<file path="src/rtl/pll_clk_gen_pkg.sv">
// Shared limits and elaboration-time helpers for the PLL stand-in.
package pll_clk_gen_pkg;

  localparam int unsigned PLL_DIV_MAX   = 256;
  localparam int unsigned PLL_LOCK_MAX  = 65535;

  // Legal ratios: 1 (bypass) or an even value in 2..PLL_DIV_MAX.
  function automatic bit pll_div_legal(input int unsigned div);
    return (div == 1) || ((div >= 2) && (div <= PLL_DIV_MAX) && (div % 2 == 0));
  endfunction

  // Lock counter width: clog2(cycles+1), never below 1.
  function automatic int unsigned pll_lock_w(input int unsigned cycles);
    int unsigned w;
    w = $clog2(cycles + 1);
    return (w < 1) ? 1 : w;
  endfunction

  // Divider counter width for a half period of `half` edges, never below 1.
  function automatic int unsigned pll_div_cnt_w(input int unsigned half);
    return (half <= 1) ? 1 : $clog2(half);
  endfunction

endpackage

</file>
<file path="src/rtl/pll_clk_gen_lock_timer.sv">
// Saturating lock counter and sticky locked flag.
module pll_lock_timer
  import pll_clk_gen_pkg::*;
#(
  parameter int unsigned LOCK_CYCLES = 16
) (
  input  logic inclk0,
  input  logic areset,
  output logic locked
);

  localparam int unsigned LOCK_W = pll_lock_w(LOCK_CYCLES);

  logic [LOCK_W-1:0] r_cnt;
  logic              r_locked;
  logic              w_cnt_full;

  assign w_cnt_full = (r_cnt == LOCK_W'(LOCK_CYCLES));

  // Count edges since reset release, saturating at LOCK_CYCLES.
  always_ff @(posedge inclk0) begin
    if (areset) begin
      r_cnt <= '0;
    end else if (!w_cnt_full) begin
      r_cnt <= r_cnt + LOCK_W'(1);
    end
  end

  // Set locked on the edge that observes a full count; hold until reset.
  always_ff @(posedge inclk0) begin
    if (areset) begin
      r_locked <= 1'b0;
    end else if (w_cnt_full) begin
      r_locked <= 1'b1;
    end
  end

  assign locked = r_locked;

endmodule

</file>
<file path="src/rtl/pll_clk_gen.sv">
// Digital PLL stand-in: bypassed or even-divided c0 plus a lock flag.
module pll_clk_gen
  import pll_clk_gen_pkg::*;
#(
  parameter int unsigned CLK_DIV     = 2,
  parameter int unsigned LOCK_CYCLES = 16
) (
  input  logic inclk0,
  input  logic areset,
  output logic c0,
  output logic locked
);

  // Reject illegal configurations at elaboration.
  if (!pll_div_legal(CLK_DIV)) begin : g_bad_div
    $fatal(1, "pll_clk_gen: CLK_DIV=%0d must be 1 or even in 2..256", CLK_DIV);
  end
  if (LOCK_CYCLES > PLL_LOCK_MAX) begin : g_bad_lock
    $fatal(1, "pll_clk_gen: LOCK_CYCLES=%0d exceeds 65535", LOCK_CYCLES);
  end

  if (CLK_DIV == 1) begin : g_bypass
    // Bypass: c0 is the reference clock itself, independent of reset.
    assign c0 = inclk0;
  end else begin : g_divide
    localparam int unsigned HALF  = CLK_DIV / 2;
    localparam int unsigned CNT_W = pll_div_cnt_w(HALF);

    logic [CNT_W-1:0] r_cnt;
    logic             r_c0;
    logic             w_wrap;

    assign w_wrap = (r_cnt == CNT_W'(HALF - 1));

    // Half-period counter; toggle the output flop on each wrap.
    always_ff @(posedge inclk0) begin
      if (areset) begin
        r_cnt <= '0;
        r_c0  <= 1'b0;
      end else if (w_wrap) begin
        r_cnt <= '0;
        r_c0  <= ~r_c0;
      end else begin
        r_cnt <= r_cnt + CNT_W'(1);
      end
    end

    // Flop drives the pin directly so the generated clock cannot glitch.
    assign c0 = r_c0;
  end

  pll_lock_timer #(
    .LOCK_CYCLES (LOCK_CYCLES)
  ) u_lock (
    .inclk0 (inclk0),
    .areset (areset),
    .locked (locked)
  );

endmodule

</file>
<file path="config.mk">
export PLATFORM = sky130hd
export DESIGN_NAME = pll_clk_gen
export DESIGN_NICKNAME = d
export VERILOG_FILES = /design/src/rtl/pll_clk_gen_pkg.sv /design/src/rtl/pll_clk_gen_lock_timer.sv /design/src/rtl/pll_clk_gen.sv
export SDC_FILE = /design/constraint.sdc
export NUM_CORES = 1
export LEC_CHECK = 0
export ABC_CLOCK_PERIOD_IN_PS = 1600
export CORE_AREA = 2 2 39 41
export DETAILED_ROUTE_END_ITERATION = 16
export DIE_AREA = 0 0 41 43
export GPL_ROUTABILITY_DRIVEN = 0
export PLACE_DENSITY = 0.47
export SYNTH_ARGS = -nofsm -noshare
export SYNTH_HDL_FRONTEND = slang
export SYNTH_SLANG_ARGS = --single-unit
</file>
<file path="constraint.sdc">
create_clock -name inclk0 -period 1.6 [get_ports inclk0]
set_input_delay 0.32 -clock inclk0 [delete_from_list [all_inputs] [get_ports inclk0]]
set_output_delay 0.32 -clock inclk0 [all_outputs]
set_load 0.02 [all_outputs]
</file>
**Routed metal, one color a layer**

Drawn at 8 px/um.
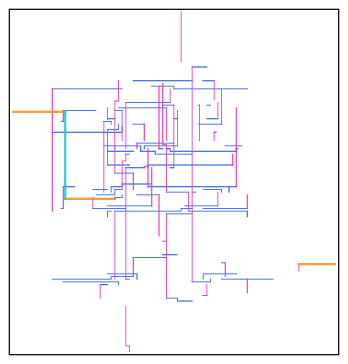
| color | layer | wire length |
|---|---|---|
| magenta | metal 2 | 235 um |
| cyan | metal 4 | 10.9 um |
| blue | metal 1 | 252 um |
| orange | metal 3 | 17.1 um |

**Cell sizes after repair**

Drawn at 6 px/um.
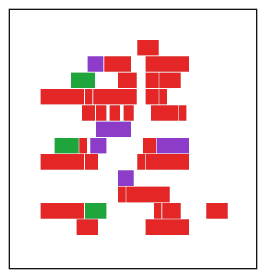
| color | size | cells |
|---|---|---|
| green | _2 cells | 3 |
| red | _0 and _1 cells | 31 |
| purple | _3 and _4 cells | 5 |

**Routing congestion**

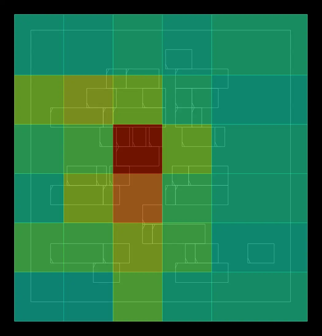
met2 layer usage reported by global route: 10.0%
routed wirelength normalized by instance count: 9.35 um

==> run notes <==
Implementation numbers.

- The sequential group share of total power is 53.4%.
- The slowest stage cell on the critical path is clkdlybuf4s50_1.
- The initial antenna violation count is 0.
- The first-pass GRT wire length is 945 um.
- The total grt overflow is 0.
- The total of hold buffers inserted after clock tree synthesis is 0.
- In the final report, the number of hold violations comes to 0.
- The post-CTS resize count is 0.
- The number of synthesized register bits is 8.
- The total clock sinks is 8.
- In the Yosys report the total cell count is 34.
- The total negative setup slack is 0 ns.
- The number of buffers on the longest clock path is 2.
- After synthesis, the mean cell area works out to roughly 10 sq um.
- Setup repair after global routing left no endpoint under its margin.
- The maximum resistive drop on vdd is 0.335 mV.
- The STA report counts the stages on the worst setup path as 1.
- In the layout the commonest cells are 8 x dfxtp_1, 4 x nor2_1, 3 x nor2b_1, 3 x clkbuf_4, 3 x clkdlybuf4s50_1.
- The main area contributors are dfxtp_1 45%, ha_1 7.1%, mux2_2 6.4%.
- In the synthesized netlist the dominant register cell turns out to be dfxtp_1.
- In this run the vertical extent of the chip is 43 um.
- The count of buffers from port buffering is 3.
- The net switching power figure is 0.0000938 W.
- Traced cell by cell, the critical path runs through clkdlybuf4s50_1.
- The pre-placement core utilization is approximately 26%.
- The detailed router reported a total wirelength of 514 um.
- The yosys warning tally is 0.
- The script extracted a total leakage power of 0.171 nW.
- The total via count in the routed design is about 230.
- The flow ran to the end, and the final reports show no timing, DRC or antenna violations.
- The number of enable-type register cells in the synthesized netlist is 0.
**Met2 routing**

Drawn at 6 px/um.
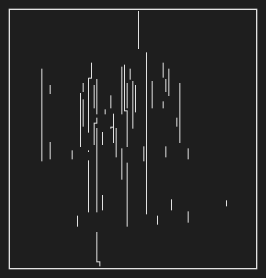
main direction: vertical
longest straight run: 26.9 um
share of all routed wire: 46%
nets with wire on the layer: 35

**Wires at chosen ports, followed through buffers**

Drawn at 8 px/um.
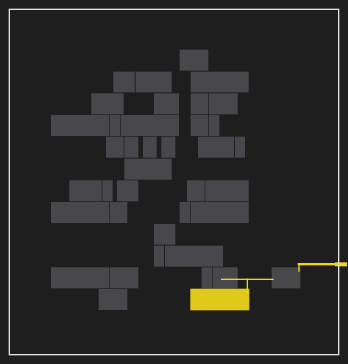
| color | port | direction | edge | end cells | buffers | wire |
|---|---|---|---|---|---|---|
| yellow | `c0` | output | right | 1 | 1 | 13.5 um |

## power by group through the flow
stage | registers (W) | clock network, W | logic (W)
after floorplan | 0.000225 | 0 | 0.0000259
after global placement | 0.000224 | 0 | 0.0000391
after detailed placement | 0.000225 | 0 | 0.0000405
after CTS | 0.000220 | 0.000159 | 0.0000409
after global routing | 0.000222 | 0.000177 | 0.0000450
final | 0.000220 | 0.000152 | 0.0000396
## through the flow
step	worst slack, ns	area [sq um]	total power, W	hold slack (ns)	util, %
final	0.0954	422	0.000412	0.476	30.5
after global routing	0.0262	422	0.000443	0.509	30.5
after CTS	0.0756	422	0.000420	0.483	30.5
after detailed placement	0.136	399	0.000265	0.469	28.8
after global placement	0.156	399	0.000263	0.465	28.8
after floorplan	0.399	354	0.000251	0.454	-
## state kept, by name (all words and copies together), names as in the netlist
register / cells
c0: 1
g_divide.r_cnt: 1
u_lock.locked: 1
u_lock.r_cnt: 5
## layout make-up
type | count | area, sq um | share of cell area, %
clock buffer | 3 | 22.5 | 5.34
inverter | 2 | 7.51 | 1.78
multi-input combinational | 23 | 181 | 43.0
sequential | 8 | 160 | 38.0
tap | 16 | 20.0 | 4.75
timing repair buffer | 3 | 30.0 | 7.12
## routing by layer
| layer | global-route usage [%] | wire, um | up-vias |
|---|---|---|---|
| met5 | 0 | 0 | - |
| met4 | 8.00 | 10 | 0 |
| met3 | 4.71 | 17 | 2 |
| met2 | 10.0 | 234 | 2 |
| met1 | 11.4 | 251 | 105 |
| li1 | - | - | 122 |
## path summary, 6_finish.rpt
check | endpoint | slack, ns | from
min reg2reg | c0 | 0.48 | g_divide.r_cnt
max reg2reg | u_lock.r_cnt[0] | 0.31 | u_lock.r_cnt[0]
min | c0 | 0.48 | g_divide.r_cnt
max | c0 | 0.1 | c0
Power figures rest on the tool's default switching activity, not on a simulated workload.
